## src/rtl/wishbone_arbiter_pkg.sv

```systemverilog
// Shared definitions for the Wishbone arbiter slice: FSM states and the
// read data returned to a controller whose cycle was cut off by the watchdog.
package pkg_wishbone;

    typedef enum logic {
        IDLE = 1'b0,
        BUSY = 1'b1
    } state_t;

    localparam logic [7:0] TIMEOUT_RDAT = 8'hFF;

endpackage

```

## src/rtl/wishbone_arbiter_round_robin_pick.sv

```systemverilog
// Combinational round-robin selector: first set request bit at or after ptr,
// wrapping circularly. Reusable by other arbiters and decoders.
module round_robin_pick #(
    parameter int pN = 2
) (
    input  logic [pN-1:0]         req,
    input  logic [$clog2(pN)-1:0] ptr,
    output logic [pN-1:0]         win,
    output logic                  any,
    output logic [$clog2(pN)-1:0] win_idx
);

    localparam int PW = $clog2(pN);

    int            w_idx;
    logic [PW-1:0] w_sel;

    always_comb begin
        win     = '0;
        any     = 1'b0;
        win_idx = '0;
        w_idx   = 0;
        w_sel   = '0;
        for (int k = 0; k < pN; k++) begin
            w_idx = (int'(ptr) + k) % pN;
            w_sel = PW'(w_idx);
            if (!any && req[w_sel]) begin
                win[w_sel] = 1'b1;
                any        = 1'b1;
                win_idx    = w_sel;
            end
        end
    end

endmodule

```

## src/rtl/wishbone_arbiter.sv

```systemverilog
// Round-robin arbiter sharing one 8-bit classic Wishbone peripheral bus between
// pN controllers, with a watchdog that terminates unacknowledged cycles.
module wishbone_arbiter
    import pkg_wishbone::*;
#(
    parameter int pN       = 2,
    parameter int pAddrLen = 4,
    parameter int pTimeout = 255
) (
    input  logic                   clk,
    input  logic                   rst,
    input  logic [pN-1:0]          ctrl_stb,
    input  logic [pN-1:0]          ctrl_we,
    input  logic [pN*pAddrLen-1:0] ctrl_adr,
    input  logic [pN*8-1:0]        ctrl_dat,
    output logic [pN-1:0]          ctrl_ack,
    output logic [7:0]             ctrl_rdat,
    output logic                   peri_stb,
    output logic                   peri_we,
    output logic [pAddrLen-1:0]    peri_adr,
    output logic [7:0]             peri_dat,
    input  logic                   peri_ack,
    input  logic [7:0]             peri_rdat,
    output logic [pN-1:0]          grant,
    output logic                   timeout,
    output state_t                 dbg_state
);

    localparam int PW = $clog2(pN);
    localparam int CW = (pTimeout > 0) ? $clog2(pTimeout + 1) : 1;
    localparam logic [CW-1:0] CNT_LAST = CW'((pTimeout > 0) ? pTimeout - 1 : 0);

    state_t        r_state;
    logic [pN-1:0] r_grant;
    logic [PW-1:0] r_owner;
    logic [PW-1:0] r_ptr;
    logic [CW-1:0] r_cnt;

    logic [pN-1:0]       w_win;
    logic                w_any;
    logic [PW-1:0]       w_win_idx;
    logic                w_busy;
    logic                w_own_stb;
    logic                w_own_we;
    logic [pAddrLen-1:0] w_own_adr;
    logic [7:0]          w_own_dat;
    logic                w_active;
    logic                w_expire;
    logic                w_ack;

    round_robin_pick #(.pN(pN)) u_pick (
        .req     (ctrl_stb),
        .ptr     (r_ptr),
        .win     (w_win),
        .any     (w_any),
        .win_idx (w_win_idx)
    );

    always_comb begin
        w_own_stb = 1'b0;
        w_own_we  = 1'b0;
        w_own_adr = '0;
        w_own_dat = '0;
        for (int i = 0; i < pN; i++) begin
            if (PW'(i) == r_owner) begin
                w_own_stb = ctrl_stb[i];
                w_own_we  = ctrl_we[i];
                w_own_adr = ctrl_adr[i*pAddrLen +: pAddrLen];
                w_own_dat = ctrl_dat[i*8 +: 8];
            end
        end

        w_busy   = (r_state == BUSY);
        // A dropped strobe is an abort: no ack and no watchdog pulse.
        w_active = w_busy && w_own_stb;
        w_expire = (pTimeout != 0) && w_active && (r_cnt == CNT_LAST) && !peri_ack;
        w_ack    = w_active && (peri_ack || w_expire);

        peri_stb  = w_active && !w_expire;
        peri_we   = w_busy && w_own_we;
        peri_adr  = w_busy ? w_own_adr : '0;
        peri_dat  = w_busy ? w_own_dat : '0;
        ctrl_ack  = w_ack ? r_grant : '0;
        ctrl_rdat = !w_ack ? 8'h00 : (w_expire ? TIMEOUT_RDAT : peri_rdat);
        timeout   = w_expire;
    end

    assign grant     = r_grant;
    assign dbg_state = r_state;

    always_ff @(posedge clk) begin
        if (rst) begin
            r_state <= IDLE;
            r_grant <= '0;
            r_owner <= '0;
            r_ptr   <= '0;
            r_cnt   <= '0;
        end else begin
            case (r_state)
                IDLE: begin
                    if (w_any) begin
                        r_state <= BUSY;
                        r_grant <= w_win;
                        r_owner <= w_win_idx;
                        r_ptr   <= (w_win_idx == PW'(pN - 1)) ? '0 : w_win_idx + PW'(1);
                        r_cnt   <= '0;
                    end
                end
                BUSY: begin
                    if (!w_own_stb || w_ack) begin
                        r_state <= IDLE;
                        r_grant <= '0;
                    end else if (pTimeout != 0) begin
                        r_cnt <= r_cnt + CW'(1);
                    end
                end
                default: begin
                    r_state <= IDLE;
                    r_grant <= '0;
                end
            endcase
        end
    end

endmodule

```

## config.mk

```make
export PLATFORM = sky130hd
export DESIGN_NAME = wishbone_arbiter
export DESIGN_NICKNAME = d
export VERILOG_FILES = /design/src/rtl/wishbone_arbiter_pkg.sv /design/src/rtl/wishbone_arbiter_round_robin_pick.sv /design/src/rtl/wishbone_arbiter.sv
export SDC_FILE = /design/constraint.sdc
export NUM_CORES = 1
export LEC_CHECK = 0
export CAP_MARGIN = 20
export CORE_ASPECT_RATIO = 0.8
export CORE_MARGIN = 2
export CORE_UTILIZATION = 35
export DETAILED_ROUTE_END_ITERATION = 12
export GPL_ROUTABILITY_DRIVEN = 0
export MAX_ROUTING_LAYER = met4
export PLACE_DENSITY = 0.77
export SETUP_SLACK_MARGIN = 0.3
export SKIP_LAST_GASP = 1
export SLEW_MARGIN = 10
export SYNTH_ARGS = -nofsm -noshare
export SYNTH_HDL_FRONTEND = slang
export SYNTH_SLANG_ARGS = --single-unit
```

## constraint.sdc

```tcl
create_clock -name clk -period 2.3 [get_ports clk]
set_input_delay 0.46 -clock clk [delete_from_list [all_inputs] [get_ports clk]]
set_output_delay 0.46 -clock clk [all_outputs]
set_load 0.02 [all_outputs]
```

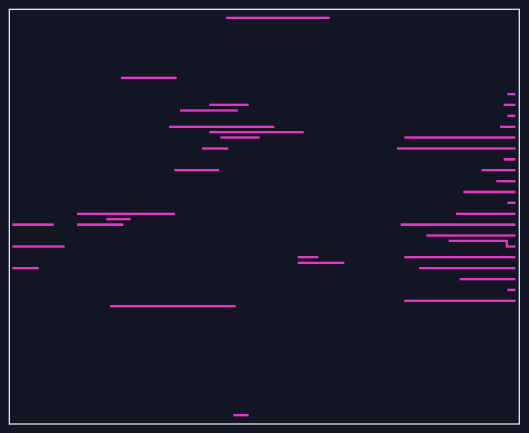
Run 1: met3 routing
Scale: 8 px per um.
main direction	horizontal
longest straight run	15.4 um

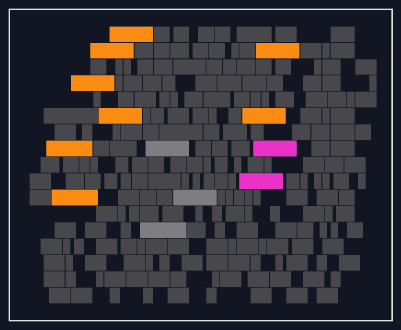
Run 1: sequential cells colored by netlist name
Scale: 6 px per um. Other sequential cells in the stronger gray, the rest of the logic in the fainter gray.
color	signal	flops
orange	`r_cnt`	8
magenta	`grant`	2
not colored	3

==> results.cfg, run 1 <==
; implementation run metrics
[outcome]
status = complete, no violations

[die]
fp-utilization_pct = 36.5
pin_count = 67

[timing]
max_freq_mhz = 485
report.final.hold_viol_count = 0
finalCritPeriodShare_pct = 89.7

[logic_synthesis]
common_cells = nor2_1 (25), mux2i_1 (15), a21oi_1 (14), dfxtp_1 (13), inv_1 (13)
flop_cell = dfxtp_1
synth-async-reset-ratio_pct = 0
synth_top_cell_by_count = nor2_1
avgSynthCellArea_um2 = 7.41

[routing]
first_iter_violations = 22
wl_met3_um = 260
vias = 1308
wirelength_mm = 3.66
wire_per_inst_um = 14.1
m1WireLength_mm = 1.57

[setup_path]
cp.arrival_ns = 1.60
endpoint_kind = output pin
max_stage_delay_ns = 0.55
crit_slowest_cell = clkdlybuf4s50_1

[clocking]
cts_tree = yes
cts-htree-levels = 1

[placement]
numPortBuffers = 66

[layout]
nets = 264
area_growth_pct = 92.2
fin_util_pct = 70.1

[worst_hold_path]
hp-class = flop to flop

[grt]
grt_pass1_vias = 1281
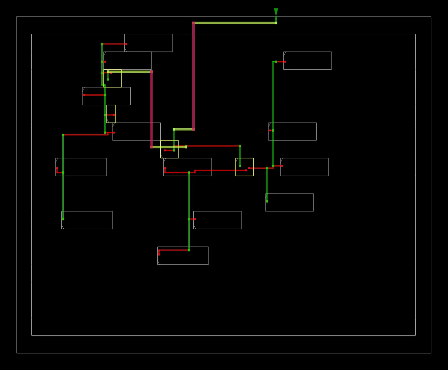
Run 1: clock nets
cts bufs inserted: 3
clk ins delay skew pair: 0.28 ns
CTS sink cnt: 13
registers: 13
clkbuf count: 4

run 1: per-stage QoR:
stage / hold slack, ns / power (mW) / setup slack [ns]
floorplan: 0.461 / 0.364 / 0.244
global placement: 0.478 / 0.499 / -0.458
detailed placement: 0.488 / 0.507 / -0.506
finish: 0.506 / 0.657 / 0.236
global route: 0.535 / 0.693 / 0.178
CTS: 0.509 / 0.646 / 0.0990
run 1: final cells by class:
| cell class | count | area [um^2] |
|---|---|---|
| multi-input cells | 102 | 739 |
| well taps | 38 | 47.5 |
| flip-flops and latches | 13 | 264 |
| inverters | 13 | 52.6 |
| clock buffers | 4 | 26.3 |
| fillers | 227 | 813 |
| repair buffers | 90 | 779 |
run 1: flip-flops by register name, summed over array words and instances, names as in the netlist:
name	count
r_ptr	1
dbg_state	1
r_owner	1
r_cnt	8
grant	2
run 1: worst max-delay path, delay by kind of cell:
family / cells / cell delay, ns
buffers and inverters: 2 / 0.70
AND/OR/NAND/NOR: 1 / 0.27
AND-OR/OR-AND: 2 / 0.18
run 1: kinds of logic after synthesis:
family,count (synthesis),share of synthesized area [%]
xor+xnor,4,3.53
mux,16,16.6
flops,13,26.2
buf+inv,20,8.94
fa+ha+maj,2,2.52
compound gates,25,16.4
simple gates,54,25.8
run 1: where the power goes:
part / switching [mW] / internal (mW) / total [mW]
Sequential: 0.00583 / 0.233 / 0.239
Clock: 0.0746 / 0.0674 / 0.142
Combinational: 0.133 / 0.144 / 0.276
Total: 0.213 / 0.444 / 0.657
run 1: final timing paths:
path                            startpoint  slack [ns]  cells past startpoint            to
worst max-delay path              peri_ack        0.24                      5  ctrl_rdat[3]
worst min-delay path              grant[1]        0.51                      2      grant[1]
worst max register to register    r_cnt[2]        0.66                      6      r_cnt[1]
worst min register to register    grant[1]        0.51                      2      grant[1]
run 1: what timing repair did:
action,4_1_cts,5_1_grt
endpoints found under the setup margin,25,25
resized,81,55
gates cloned,0,1
pin swaps,2,4
setup buffers,4,4
hold endpoints to repair,0,0
run 1: per-layer routing:
metal  global-route usage [%]  up-vias
met4                     6.52        0
met1                     24.0      605
met5                        -        -
met3                     6.28        6
li1                         -      647
met2                     41.6       50
run 1: placed cells by master, fill, tap and decap left out, types with 6 or more instances in the layout:
| cell | n |
|---|---|
| clkdlybuf4s50_1 | 39 |
| buf_4 | 28 |
| nor2_1 | 23 |
| mux2i_1 | 15 |
| inv_1 | 11 |
| clkbuf_2 | 11 |
| dfxtp_1 | 10 |
| nand2_1 | 9 |
| a21oi_2 | 9 |
| buf_6 | 6 |
Run 1, signal metal coverage by tile:
Scale: 6 px per um. The die is cut into 13 by 10 equal tiles; black is low, pale yellow is high, scaled to the fullest tile. Values are wire area over tile area, all layers added.
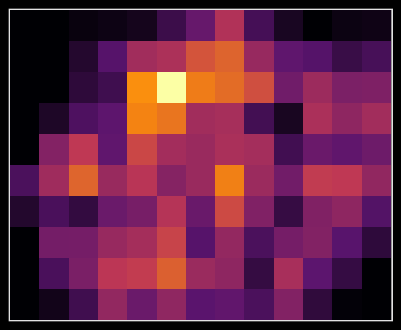

==> run 2, diff against run 1 <==
--- a/config.mk
+++ b/config.mk
@@ -6,7 +6,6 @@
 export NUM_CORES = 1
 export LEC_CHECK = 0
 export CAP_MARGIN = 20
-export CORE_ASPECT_RATIO = 0.8
 export CORE_MARGIN = 2
 export CORE_UTILIZATION = 35
 export DETAILED_ROUTE_END_ITERATION = 12
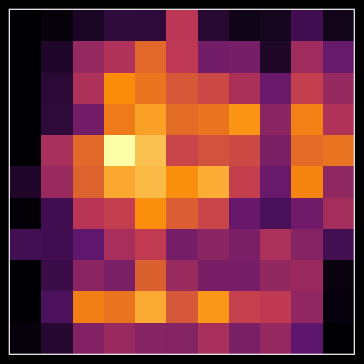
Run 2: signal metal coverage by tile
Scale: 6 px per um. The die is cut into 11 by 11 equal tiles; black is low, pale yellow is high, scaled to the fullest tile. Values are wire area over tile area, all layers added.
emptiest ninth of the die	upper left
tiles over half the peak	33%
nearly empty tiles	9.9%
mean over tiles	0.18

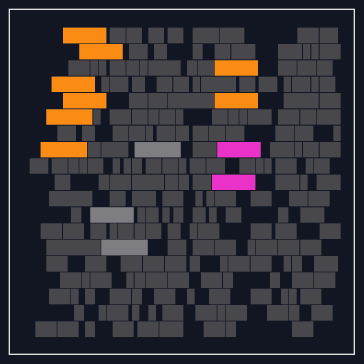
Run 2: sequential cells colored by netlist name
Scale: 6 px per um. Other sequential cells in the stronger gray, the rest of the logic in the fainter gray.
color	signal	flops
orange	`r_cnt`	8
magenta	`grant`	2

==> run 2 against run 1 <==
Compared with the run above: synthesized cell count unchanged; sequential cell count unchanged; core utilization up 0.31 points; synthesized area unchanged; via count down 1.8%; non-clock buffer count down 2; sequential power about the same; global-route usage up 0.39 points; design area up 0.85%.
==> results.cfg, run 2 <==
; implementation run metrics
[outcome]
status = complete, no violations

[layout]
final_layout_top_logic_cells = clkdlybuf4s50_1 (38), buf_4 (23), nor2_1 (22)
area_growth_pct = 93.8
regMostFlops = r_cnt
final_common_cell = clkdlybuf4s50_1
largest_reg_flops = 8
nets = 262

[power_and_ir_drop]
pwr-share-clk_pct = 22.2
p_comb_share_pct = 41.8
seqPwrFrac_pct = 36.1
totalPowerFinal_uw = 666
swShare_pct = 33.4
power.net_switching_uw = 222

[grt]
grt_pass1_vias = 1230
grtUsageMet3_pct = 3.85
grtUsageMet1_pct = 26.0
grt_start_max_net_pins = 16
grt_busiest_layer = met2
met2_usage_pct = 40.6

[die]
fp.dieH_um = 57.3
std_cell_rows = 19
die_area_um2 = 3280
fp-utilization_pct = 36.3
pin_count = 67
fp.dieW_um = 57.3

[routing]
wirelength_mm = 3.77
vias = 1284
wire_per_inst_um = 15.0
first_iter_violations = 40

[logic_synthesis]
synth-async-reset-ratio_pct = 0
synthesis.area_um2 = 993
common_cells = nor2_1 (25), mux2i_1 (15), a21oi_1 (14), dfxtp_1 (13), inv_1 (13)
numSynthFlops = 13
avgSynthCellArea_um2 = 7.41
synth_top_cell_by_count = nor2_1
flop_cell = dfxtp_1

[placement]
post-place-ws_ns = -0.553
numPortBuffers = 66

[clocking]
cts-htree-levels = 1
cts.sinks = 13
cts_tree = yes

[timing]
finalCritPeriodShare_pct = 90.4
tns_ns = 0
max_freq_mhz = 481
report.final.hold_viol_count = 0
setup_ws_ns = 0.220

[setup_path]
crit_fanout = 5
cp.arrival_ns = 1.62
endpoint_kind = output pin

[worst_hold_path]
hp-class = flop to flop
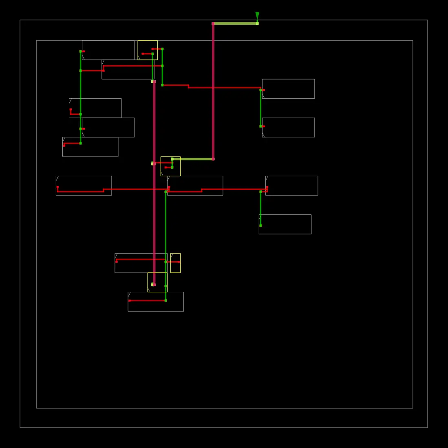
Run 2: clock nets
Clock Skew: 0.00861 ns
Power Clock: 148 uW
clk ins delay skew pair: 0.29 ns

run 2: kinds of logic (layout without fill, tap and decap cells):
logic type | Yosys count | after routing | synth area share, %
AND-OR/OR-AND | 25 | 25 | 16.4
XOR/XNOR | 4 | 4 | 3.53
adder cells (fa/ha/maj) | 2 | 2 | 2.52
buffers and inverters | 20 | 105 | 8.94
flip-flops | 13 | 13 | 26.2
multiplexers | 16 | 16 | 16.6
AND/OR/NAND/NOR | 54 | 55 | 25.8
run 2: repair_timing:
action / 4_1_cts / 5_1_grt
hold endpoints to repair: 0 / 0
gates cloned: 0 / 1
gates resized: 86 / 57
setup endpoints to repair: 25 / 25
pin swaps: 1 / 4
setup buffers: 3 / 3
hold buffers: 0 / 0
run 2: worst paths after layout:
kind	start	to	slack [ns]	depth (start not counted)
worst max-delay path	r_cnt[0]	ctrl_rdat[2]	0.22	7
worst min-delay path	grant[1]	grant[1]	0.51	2
worst max register to register	r_cnt[0]	r_cnt[6]	0.55	8
worst min register to register	grant[1]	grant[1]	0.51	2
run 2: worst max-delay path, stage by stage (launching register included):
cell and delay (ns):
dfxtp_2 0.33, inv_2 0.06, ha_4 0.14, and3_4 0.19
a21oi_4 0.06, or2_4 0.27, a21oi_2 0.13, buf_4 0.15
run 2: power by group through the flow:
stage,sequential [mW],clock [mW],combinational [mW]
final,0.240,0.148,0.278
after global placement,0.243,0,0.256
after floorplan,0.248,0,0.116
after detailed placement,0.243,0,0.263
after CTS,0.239,0.151,0.266
after global routing,0.241,0.165,0.297
run 2: layer usage:
layer	share of wire, %	wire, um
met5	0	0
met4	1.2	47
met3	4.7	176
met2	53	2000
met1	41	1550
run 2: per-stage QoR:
step | utilization (%) | hold slack, ns
2_1_floorplan | - | 0.461
3_3_place_gp | 64.9 | 0.476
3_5_place_dp | 64.9 | 0.486
4_1_cts | 66.7 | 0.507
5_1_grt | 70.4 | 0.560
6_report | 70.4 | 0.508
run 2: final cells by class:
type	instances	area (um^2)
clock buffers	4	26.3
fillers	215	808
repair buffers	88	774
flip-flops and latches	13	265
multi-input cells	102	768
well taps	31	38.8
inverters	13	52.6
Power and IR drop assume default switching activity.
